`src/rtl/spi_slave.sv`:
```
`default_nettype none
// ============================================================================
//  Module      : spi_slave
//  Description : Mode 0 SPI responder clocked entirely by SCLK. Deserialises
//                MOSI into words, serialises a buffered TX word onto MISO,
//                one-word holding buffer, back-to-back frames while CS low.
//  Revision    : 1.0  initial release
// ============================================================================
module spi_slave #(
    parameter int DATA_W = 8
) (
    input  logic              sclk_o,
    input  logic              aresetn_i,
    input  logic              cs_i,
    input  logic              mosi_i,
    output logic              miso_o,
    input  logic [DATA_W-1:0] tx_data_i,
    input  logic              tx_valid_i,
    output logic              tx_ready_o,
    output logic [DATA_W-1:0] rx_data_o,
    output logic              rx_valid_o,
    output logic              underrun_o,
    output logic              busy_o
);

    localparam int CNT_W = $clog2(DATA_W);

    typedef enum logic [0:0] {
        ST_IDLE  = 1'b0,
        ST_SHIFT = 1'b1
    } state_t;

    state_t              state_q,        state_d;
    logic [CNT_W-1:0]    bit_cnt_q,      bit_cnt_d;
    // Only DATA_W-1 bits are kept: the final bit comes straight from mosi_i.
    logic [DATA_W-2:0]   rx_shift_q,     rx_shift_d;
    logic [DATA_W-1:0]   tx_shift_q,     tx_shift_d;
    logic [DATA_W-1:0]   tx_buf_q,       tx_buf_d;
    logic                tx_full_q,      tx_full_d;
    logic                tx_shift_vld_q, tx_shift_vld_d;
    logic [DATA_W-1:0]   rx_data_q,      rx_data_d;
    logic                rx_valid_q,     rx_valid_d;
    logic                underrun_q,     underrun_d;
    logic                miso_q;

    logic [DATA_W-1:0]   w_rx_word;
    logic [DATA_W-1:0]   w_tx_next;
    logic                w_last_bit;

    assign w_rx_word  = {rx_shift_q, mosi_i};
    assign w_tx_next  = {tx_shift_q[DATA_W-2:0], 1'b0};
    assign w_last_bit = (bit_cnt_q == CNT_W'(DATA_W - 1));

    // Next-state logic: framing FSM, shift registers and TX holding buffer.
    always_comb begin
        state_d        = state_q;
        bit_cnt_d      = bit_cnt_q;
        rx_shift_d     = rx_shift_q;
        tx_shift_d     = tx_shift_q;
        tx_buf_d       = tx_buf_q;
        tx_full_d      = tx_full_q;
        tx_shift_vld_d = tx_shift_vld_q;
        rx_data_d      = rx_data_q;
        rx_valid_d     = 1'b0;
        underrun_d     = 1'b0;

        case (state_q)
            ST_IDLE: begin
                if (!cs_i) begin
                    rx_shift_d = w_rx_word[DATA_W-2:0];
                    tx_shift_d = w_tx_next;
                    bit_cnt_d  = CNT_W'(1);
                    underrun_d = !tx_shift_vld_q;
                    state_d    = ST_SHIFT;
                end else if (tx_full_q && !tx_shift_vld_q) begin
                    // Move the buffered word into the shifter so its MSB is
                    // presented on MISO before the first sampling edge.
                    tx_shift_d     = tx_buf_q;
                    tx_shift_vld_d = 1'b1;
                    tx_full_d      = 1'b0;
                end
            end
            ST_SHIFT: begin
                if (cs_i) begin
                    // Abort: partial word and unsent TX remainder are dropped.
                    state_d        = ST_IDLE;
                    bit_cnt_d      = '0;
                    tx_shift_d     = '0;
                    tx_shift_vld_d = 1'b0;
                end else begin
                    rx_shift_d = w_rx_word[DATA_W-2:0];
                    tx_shift_d = w_tx_next;
                    bit_cnt_d  = bit_cnt_q + CNT_W'(1);
                    if (bit_cnt_q == '0) begin
                        underrun_d = !tx_shift_vld_q;
                    end
                    if (w_last_bit) begin
                        rx_data_d  = w_rx_word;
                        rx_valid_d = 1'b1;
                        bit_cnt_d  = '0;
                        if (tx_full_q) begin
                            tx_shift_d     = tx_buf_q;
                            tx_full_d      = 1'b0;
                            tx_shift_vld_d = 1'b1;
                        end else begin
                            tx_shift_d     = '0;
                            tx_shift_vld_d = 1'b0;
                        end
                    end
                end
            end
            default: state_d = ST_IDLE;
        endcase

        // A write can only land when the buffer is empty, so it never
        // collides with a reload, which needs the buffer full.
        if (tx_valid_i && !tx_full_q) begin
            tx_buf_d  = tx_data_i;
            tx_full_d = 1'b1;
        end
    end

    // Rising-edge state registers with asynchronous active-low reset.
    always_ff @(posedge sclk_o or negedge aresetn_i) begin
        if (!aresetn_i) begin
            state_q        <= ST_IDLE;
            bit_cnt_q      <= '0;
            rx_shift_q     <= '0;
            tx_shift_q     <= '0;
            tx_buf_q       <= '0;
            tx_full_q      <= 1'b0;
            tx_shift_vld_q <= 1'b0;
            rx_data_q      <= '0;
            rx_valid_q     <= 1'b0;
            underrun_q     <= 1'b0;
        end else begin
            state_q        <= state_d;
            bit_cnt_q      <= bit_cnt_d;
            rx_shift_q     <= rx_shift_d;
            tx_shift_q     <= tx_shift_d;
            tx_buf_q       <= tx_buf_d;
            tx_full_q      <= tx_full_d;
            tx_shift_vld_q <= tx_shift_vld_d;
            rx_data_q      <= rx_data_d;
            rx_valid_q     <= rx_valid_d;
            underrun_q     <= underrun_d;
        end
    end

    // MISO launches on the falling edge so the master samples a stable bit.
    always_ff @(negedge sclk_o or negedge aresetn_i) begin
        if (!aresetn_i) begin
            miso_q <= 1'b0;
        end else begin
            miso_q <= tx_shift_q[DATA_W-1];
        end
    end

    assign miso_o     = miso_q;
    assign tx_ready_o = !tx_full_q;
    assign rx_data_o  = rx_data_q;
    assign rx_valid_o = rx_valid_q;
    assign underrun_o = underrun_q;
    assign busy_o     = (state_q == ST_SHIFT);

endmodule
`default_nettype wire

```
`config.mk`:
```
export PLATFORM = sky130hd
export DESIGN_NAME = spi_slave
export DESIGN_NICKNAME = d
export VERILOG_FILES = /design/src/rtl/spi_slave.sv
export SDC_FILE = /design/constraint.sdc
export NUM_CORES = 1
export LEC_CHECK = 0
export CAP_MARGIN = 20
export CORE_MARGIN = 2
export CORE_UTILIZATION = 53
export CTS_CLUSTER_DIAMETER = 60
export CTS_CLUSTER_SIZE = 28
export DETAILED_ROUTE_END_ITERATION = 10
export PLACE_DENSITY = 0.78
export SYNTH_ARGS = -nofsm -noshare
export SYNTH_HDL_FRONTEND = slang
export SYNTH_SLANG_ARGS = --single-unit
```
`constraint.sdc`:
```
create_clock -name sclk_o -period 1.8 [get_ports sclk_o]
set_input_delay 0.36 -clock sclk_o [delete_from_list [all_inputs] [get_ports sclk_o]]
set_output_delay 0.36 -clock sclk_o [all_outputs]
set_load 0.03 [all_outputs]
```
Metal layers overlaid:
The bar under the picture is 20 um long. Two of the layers only.
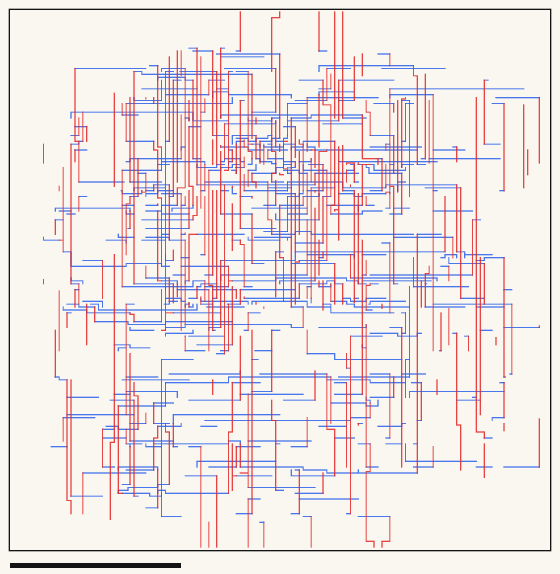
layer	colour	wire length
M2	red	1910 um
M1	blue	1570 um
wire length per cell: 16.4 um
via count: 1334
all-layer global routing usage: 20.4%

Clock distribution:
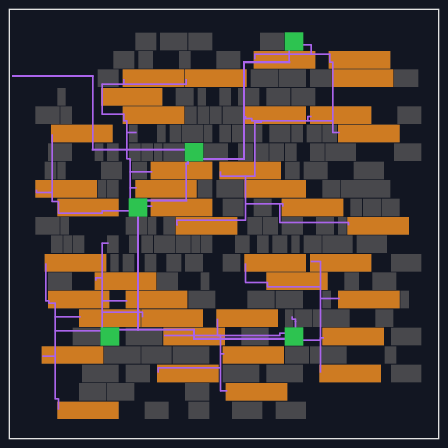
[clock-net drivers] green | count: 5
[clock wires] purple | length: 445 um
[flip-flops] orange | count: 40
flops lie	all over the die
Clk power: 441 uW
Insertion Delay late pin: 0.36 ns
Clock Skews: 0.0179 ns

Placement by cell class:
The bar under the picture is 20 um long.
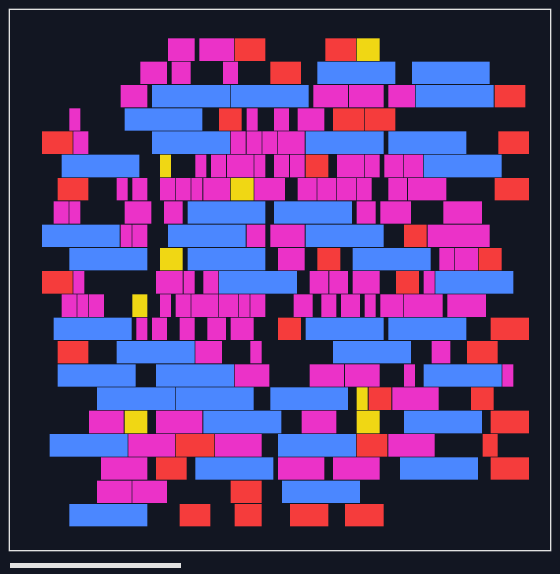
class	colour	cells	share of their area
remaining buffers and delay cells	red	34	15%
registers	blue	40	46%
remaining logic cells	magenta	105	36%
clock drivers and dummy loads	yellow	8	2.3%
Seq/total area: 44.9%
core area: 3340 um2
Core Rows: 21

## cells in the mapped netlist (all sizes together), types with 2 or more instances
cell	n	area (um2)
mux2	19	244
nand2b	9	56.3
o22ai	2	12.5
buf	8	60.1
nand2	5	21.3
a21oi	9	45.0
a311oi	4	35.0
nor2b	5	36.3
nor2	6	22.5
nand3	6	30.0
dfrtp	39	976
ha	4	50.1
o22a	5	43.8
inv	9	33.8
a32oi	2	17.5
o21ai	10	50.0
## cells by family after synthesis
group | Yosys count | share of synthesized area, %
mux | 20 | 13.7
simple gates | 34 | 10.9
compound gates | 38 | 13.5
fa+ha+maj | 4 | 2.70
buf+inv | 17 | 5.07
flops | 40 | 54.1
## per-layer routing
layer  part of all wire [%]  up-vias
li1                       -      607
met1                     41      649
met2                     50       66
met3                    7.0       12
met4                    2.0        0
met5                      0        -
## per-stage QoR
stage | total power, mW | setup TNS, ns | instances
finish | 2.40 | -0.355 | 233
floorplan | 1.71 | 0 | 153
CTS | 2.41 | -0.353 | 233
global route | 2.54 | -0.380 | 233
global placement | 1.92 | 0 | 225
detailed placement | 1.97 | -0.155 | 225
## power by group through the flow
stage	combinational [mW]	sequential [mW]	clock [mW]
detailed placement	0.695	1.27	0
global placement	0.662	1.26	0
CTS	0.701	1.26	0.449
global route	0.768	1.29	0.489
floorplan	0.428	1.28	0
finish	0.702	1.26	0.441
## state kept, by name, indices dropped and copies added, names as in the netlist
register        count
rx_shift_q          7
tx_full_q           1
tx_shift_q          8
tx_buf_q            8
miso_o              1
rx_valid_o          1
bit_cnt_q           3
tx_shift_vld_q      1
busy_o              1
underrun_o          1
rx_data_o           8
## layout make-up
cell class | count | share of cell area [%]
repair buffers | 34 | 14.7
well taps | 46 | 2.58
multi-input cells | 96 | 34.0
flip-flops and latches | 40 | 44.9
clock buffers | 7 | 2.02
clock inverters | 1 | 0.225
inverters | 9 | 1.52
## final timing paths
kind	endpoint	slack (ns)	depth (start not counted)
max reg2reg	tx_shift_q[3]	0.13	6
min in group sclk_o	rx_data_o[7]	0.52	1
min	bit_cnt_q[0]	0.08	2
min reg2reg	rx_data_o[7]	0.52	1
max in group asynchronous	miso_o	1.10	1
max	miso_o	-0.35	1
==> results_dict.tcl <==
# collected from the flow reports
set metrics [dict create \
    htreeDepth 2 \
    end_kind "primary output" \
    gp_congestion 0.887 \
    maxCapViolCount 0 \
    routed_wl_um 3820 \
    die_h_um 63.1 \
    run_status "finished with violations" \
    max_stage_delay_ns 0.42 \
    yosys_cells 153 \
    drive_gt1_share_pct 20.9 \
    final_area_um2 2230 \
    rsz0062_at_grt "true" \
    critPathMaxFanout 1 \
    drt_iter0_markers 95 \
    grt.overflow.total 0 \
    powerDensity_nw_per_um2 1080 \
    portBuffers 25 \
    setup_slack_ns -0.355 \
    setup_viol 1 \
    async_flop_share_pct 100 \
    first_pass_iters 4 \
    yosysWarnings 0 \
    worst_pin_slew_ns 0.485 \
    use_met3_pct 4.82 \
    cts_buffers 5 \
    slew_viol_final 0 \
    crit_family "flip-flops" \
    floorplan.core_util_pct 55.5 \
    yosysChipArea_um2 1850 \
    area_delta_synth_final_pct 20.3 \
    seq_power_share_pct 52.5 \
    fill_cells 275 \
    critPathSlowestCell "dfrtn_1" \
    fin_nets 203 \
    globalRouteMet2Util_pct 32.3 \
    worstReg2RegStart "bit_cnt_q[0]" \
    pwr-share-clk_pct 18.3 \
    switchingPower_uw 816 \
    start_kind "register" \
    netlist_area_um2 1850 \
    pre_cts_slack_ns -0.0343 \
    whs_ns 0.0788 \
    violations "setup timing" \
    ir_worst_vdd_mv 0.625 \
    die_x_um 63.1 \
    grt_pass1_wl_um 6210 \
    syn_area_per_cell_um2 12.1 \
]
Power and IR drop assume default switching activity.
